===== config.mk =====
export PLATFORM = sky130hd
export DESIGN_NAME = demo_sequencer_flat
export DESIGN_NICKNAME = d
export VERILOG_FILES = /design/src/rtl/demo_pkg.sv /design/src/rtl/demo_sequencer_if.sv /design/src/rtl/tempo_counter.sv /design/src/rtl/demo_sequencer.sv /design/src/flat_wrapper.sv
export SDC_FILE = /design/constraint.sdc
export NUM_CORES = 1
export LEC_CHECK = 0
export ABC_AREA = 1
export CORE_MARGIN = 2
export CORE_UTILIZATION = 49
export CTS_CLUSTER_SIZE = 40
export DETAILED_ROUTE_END_ITERATION = 8
export GPL_TIMING_DRIVEN = 0
export PLACE_DENSITY = 0.95
export SLEW_MARGIN = 10
export SYNTH_ARGS = -nofsm -noshare
export SYNTH_HDL_FRONTEND = slang
export SYNTH_HIERARCHICAL = 1
export SYNTH_SLANG_ARGS = --single-unit

===== constraint.sdc =====
create_clock -name clk -period 3.95 [get_ports clk]
set_input_delay 0.395 -clock clk [delete_from_list [all_inputs] [get_ports clk]]
set_output_delay 0.395 -clock clk [all_outputs]
set_load 0.005 [all_outputs]

===== src/rtl/demo_pkg.sv =====
// Shared types and constants for the demo playback path.
// Song word: 6 voices x {pitch[15:4], vol[3:2], wave[1:0]}.
package demo_pkg;

  localparam int DEMO_WORD_W = 96;
  localparam int VOICE_W     = 16;
  localparam int NUM_VOICES  = 6;

  typedef enum logic [1:0] {
    IDLE,
    FETCH,
    HOLD
  } seq_state_t;

  localparam logic [DEMO_WORD_W-1:0] SILENCE_WORD = '0;

endpackage


===== src/rtl/demo_sequencer_if.sv =====
// ROM read port and decoder-facing song word bundle.
// master = sequencer, slave = ROM/decoder side.
interface demo_sequencer_if
  import demo_pkg::*;
#(
  parameter int AW = 7
) ();

  logic [AW-1:0]          rom_addr;
  logic [DEMO_WORD_W-1:0] rom_data;
  logic [DEMO_WORD_W-1:0] demo_data;
  logic                   demo_valid;
  logic                   playing;
  logic                   song_done;

  modport master (
    output rom_addr,
    input  rom_data,
    output demo_data,
    output demo_valid,
    output playing,
    output song_done
  );

  modport slave (
    input  rom_addr,
    output rom_data,
    input  demo_data,
    input  demo_valid,
    input  playing,
    input  song_done
  );

endinterface


===== src/rtl/tempo_counter.sv =====
// Loadable step-hold down-counter with freeze.
// Saturates at zero; zero flag is combinational.
module tempo_counter (
  input  logic        clk,
  input  logic        rst,
  input  logic        load,
  input  logic [15:0] load_val,
  input  logic        en,
  output logic        zero
);

  logic [15:0] cnt;

  always_ff @(posedge clk or negedge rst) begin
    if (!rst) begin
      cnt <= '0;
    end else if (load) begin
      cnt <= load_val;
    end else if (en && cnt != '0) begin
      cnt <= cnt - 16'd1;
    end
  end

  assign zero = (cnt == '0);

endmodule


===== src/rtl/demo_sequencer.sv =====
// Demo playback controller: walks the song ROM at the
// programmed tempo and presents a registered song word.
module demo_sequencer
  import demo_pkg::*;
#(
  parameter int DEMO_SONG_LENGTH = 128,
  parameter int DEMO_CLK_DIVIDE  = 100,
  parameter int ROM_LATENCY      = 1
) (
  input  logic                  clk,
  input  logic                  rst,
  input  logic                  start,
  input  logic                  stop,
  input  logic                  pause,
  input  logic                  loop_en,
  input  logic [15:0]           tempo_div,
  demo_sequencer_if.master      bus
);

  localparam int AW = $clog2(DEMO_SONG_LENGTH);

  seq_state_t state;
  seq_state_t nxt;

  logic [1:0]             fetch_cnt;
  logic [1:0]             fetch_cnt_nxt;
  logic [AW-1:0]          addr_nxt;
  logic [DEMO_WORD_W-1:0] data_nxt;
  logic                   valid_nxt;
  logic                   done_nxt;

  logic        fetch_last;
  logic        last_addr;
  logic        hold_zero;
  logic        hold_en;
  logic        step_end;
  logic        capture;
  logic [15:0] tempo_eff;

  assign fetch_last = (fetch_cnt == 2'(ROM_LATENCY - 1));
  assign last_addr  = (bus.rom_addr == AW'(DEMO_SONG_LENGTH - 1));
  assign hold_en    = (state == HOLD) && !pause;
  assign step_end   = hold_en && hold_zero;
  assign capture    = (state == FETCH) && fetch_last
                      && !stop && !start;
  assign tempo_eff  = (tempo_div == '0)
                      ? 16'(DEMO_CLK_DIVIDE) : tempo_div;

  tempo_counter u_tempo (
    .clk      (clk),
    .rst      (rst),
    .load     (capture),
    .load_val (tempo_eff - 16'd1),
    .en       (hold_en),
    .zero     (hold_zero)
  );

  always_ff @(posedge clk or negedge rst) begin
    if (!rst) begin
      state          <= IDLE;
      fetch_cnt      <= '0;
      bus.rom_addr   <= '0;
      bus.demo_data  <= SILENCE_WORD;
      bus.demo_valid <= 1'b0;
      bus.song_done  <= 1'b0;
    end else begin
      state          <= nxt;
      fetch_cnt      <= fetch_cnt_nxt;
      bus.rom_addr   <= addr_nxt;
      bus.demo_data  <= data_nxt;
      bus.demo_valid <= valid_nxt;
      bus.song_done  <= done_nxt;
    end
  end

  // stop outranks start; both outrank normal sequencing
  always_comb begin
    nxt = state;
    if (stop) begin
      nxt = IDLE;
    end else if (start) begin
      nxt = FETCH;
    end else begin
      unique case (state)
        FETCH: if (fetch_last) nxt = HOLD;
        HOLD: begin
          if (step_end) begin
            nxt = (!last_addr || loop_en) ? FETCH : IDLE;
          end
        end
        default: nxt = IDLE;
      endcase
    end
  end

  always_comb begin
    addr_nxt      = bus.rom_addr;
    data_nxt      = bus.demo_data;
    valid_nxt     = capture;
    done_nxt      = 1'b0;
    fetch_cnt_nxt = '0;
    if (stop) begin
      addr_nxt = '0;
      data_nxt = SILENCE_WORD;
    end else if (start) begin
      addr_nxt = '0;
    end else begin
      unique case (state)
        FETCH: begin
          if (capture) data_nxt = bus.rom_data;
          else fetch_cnt_nxt = fetch_cnt + 2'd1;
        end
        HOLD: begin
          if (step_end) begin
            done_nxt = last_addr;
            addr_nxt = last_addr ? '0 : bus.rom_addr + AW'(1);
            if (last_addr && !loop_en) data_nxt = SILENCE_WORD;
          end
        end
        default: ;
      endcase
    end
    bus.playing = (state != IDLE);
  end

endmodule

===== src/flat_wrapper.sv =====
// flat-port wrapper written by rule: the top's interface ports become plain ports
module demo_sequencer_flat import demo_pkg::*;
#(
  parameter int DEMO_SONG_LENGTH = 128,
  parameter int DEMO_CLK_DIVIDE  = 100,
  parameter int ROM_LATENCY      = 1
)
  (clk, rst, start, stop, pause, loop_en, tempo_div, bus_rom_addr, bus_rom_data, bus_demo_data, bus_demo_valid, bus_playing, bus_song_done);
  demo_sequencer_if bus_i ();
  input  logic clk;
  input  logic rst;
  input  logic start;
  input  logic stop;
  input  logic pause;
  input  logic loop_en;
  input  logic [15:0] tempo_div;
  output wire logic [$bits(bus_i.rom_addr)-1:0] bus_rom_addr;
  input wire logic [$bits(bus_i.rom_data)-1:0] bus_rom_data;
  output wire logic [$bits(bus_i.demo_data)-1:0] bus_demo_data;
  output wire logic [$bits(bus_i.demo_valid)-1:0] bus_demo_valid;
  output wire logic [$bits(bus_i.playing)-1:0] bus_playing;
  output wire logic [$bits(bus_i.song_done)-1:0] bus_song_done;
  assign bus_rom_addr = bus_i.rom_addr;
  assign bus_i.rom_data = bus_rom_data;
  assign bus_demo_data = bus_i.demo_data;
  assign bus_demo_valid = bus_i.demo_valid;
  assign bus_playing = bus_i.playing;
  assign bus_song_done = bus_i.song_done;
  demo_sequencer #(.DEMO_SONG_LENGTH(DEMO_SONG_LENGTH), .DEMO_CLK_DIVIDE(DEMO_CLK_DIVIDE), .ROM_LATENCY(ROM_LATENCY)) u_core (.clk(clk), .rst(rst), .start(start), .stop(stop), .pause(pause), .loop_en(loop_en), .tempo_div(tempo_div), .bus(bus_i));
endmodule

zoom.png
Bar = 10 um. Window x 44 to 74, y 44 to 74 um. Cells in grey, sequential cells in the stronger grey; small squares are vias.
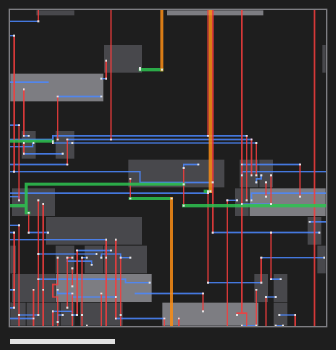
[orange] met4
[red] met2
[green] met3
[blue] met1
sequential cells in the window: 4
netlist names of flops here include: u_core/bus.demo_data (2)
most frequent: nand3_1 (4), nand2_1 (4), dfrtp_1 (4)
cells with their middle in the window: 25

final_clocks.png
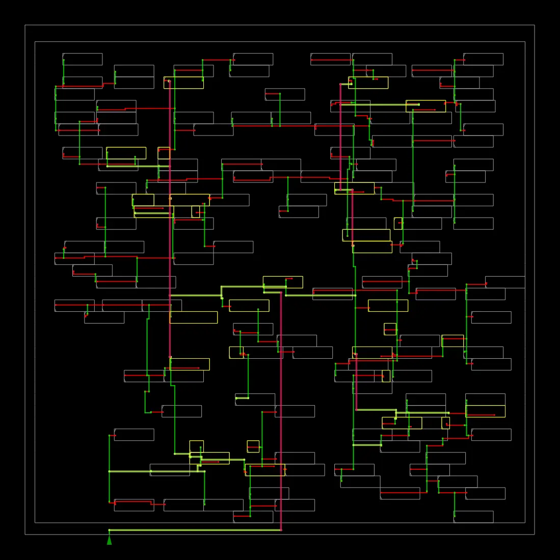
flop count: 125
Clk. pwr: 0.00151 W
number of buffers created by CTS: 17
clk_skew: 0.0122 ns
Latency at later pin: 0.42 ns

==> impl_metrics.ini <==
; synthesis and place-and-route metrics
[detailed_routing]
drtAntennaViolNets = 0
drt_iter0_markers = 477
wl_met1_um = 7630
wire_per_inst_um = 16.0
viasPerCell = 5.17
dr_wl_met3_um = 1420
drt-total-wl_um = 19200
num_vias = 6217

[cells_and_area]
fin_nets = 1145
final_cell_mix = nand2_1 (296), clkdlybuf4s50_1 (222), dfrtp_1 (125)
postLayoutCellArea_um2 = 9440
logic_area_um2 = 2820
nClkBuffers = 19
nNonClkInverters = 49
fin_cells = 1203
comb_share = 0.299
antenna_cells = 0
buffers = 261
fillCellCount = 905

[pwr]
switching_share = 0.282
comb_power_share = 0.191
top_power_group = the clock network
pwr-share-seq = 0.396
intPower_w = 0.00262
vdd_drop_max_uv = 234
p_total_w = 0.00365
p_seq_w = 0.00145

[synth]
top_area_frac = 0.490
edf_count = 0
top_cells_by_count = nand2_1 (296), dfrtp_1 (125), nand3_1 (101)
avgSynthCellArea_um2 = 8.22
topCombFamilyByArea = simple AND/OR/NAND/NOR gates
topCellsByArea = dfrtp_1 (49%), nand2_1 (17%), nand3_1 (7.9%)
ys.flops = 125
synthCells = 776
yosysTopAreaCell = dfrtp_1
ys_async_sr_fraction = 1.00
ff_type = dfrtp_1
synth_chip_area_um2 = 6380
mux_share = 0
synth-simple-area-share = 0.385

[worst_setup_path]
crit_slowest_cell = dfrtp_1
cp-startpoint = u_core/u_tempo/cnt[0]$_DFFE_PN0P_
critical_path_required_ns = 4.25
critPathCapture = u_core/bus.demo_data[73]$_DFFE_PN0P_
r2r_slack_ns = 1.05
crit_fanout = 10
crit_family = simple AND/OR/NAND/NOR gates
slowest_delay_ns = 0.39
ff2ff_path_depth = 17
regToRegStartpoint = u_core/u_tempo/cnt[0]$_DFFE_PN0P_
cp_common_cell = nand2_1
critPathKind = register to register
crit_chain = inv_1 -> ha_1 -> inv_1 -> nor2_2 -> nand3_2 -> nor2_2 -> nand2_1 -> nor4_2 -> nand2_1 -> nand2_1 -> o21ai_1 -> nor2_1 -> nand2_1 -> buf_6 -> buf_6 -> nand3_1 -> nand2_1
r2r-end = u_core/bus.demo_data[73]$_DFFE_PN0P_

[sta]
fmax_mhz = 344
finalSetupViolCount = 0
drv_slew = 0
timing.final.crit_period_ns = 2.90
hold_viol = 0
worstMarginPinSlew_ns = 0.604
holdWs_ns = 0.433
timing.final.ws_setup_ns = 1.05
fin_tns_setup_ns = 0

[min_path]
min_from = u_core/fetch_cnt[0]$_DFF_PN0_
whs_endpoint = u_core/fetch_cnt[0]$_DFF_PN0_
hp-class = register to register
holdPathStages = 1

[floorplan]
fp_util = 0.504
taps = 172
dieArea_um2 = 13900

[run_status]
run_status = completed

[grt]
antenna_found_initial = 0
grt_most_used_layer = met2
grt_max_degree = 70
grt_util_met2 = 0.489
met3_usage = 0.0673

[placed_design]
dp.cells = 1172
io_buffer_count = 223

[clock_tree]
clk_pin_slew_ns = 0.06
postCtsSetupRepairBufs = 0
cts_tree = built
cts-resized-gates = 0

[flow_run]
drv_cap = 0
No activity file was given, so power comes from the tool's default toggle rates.
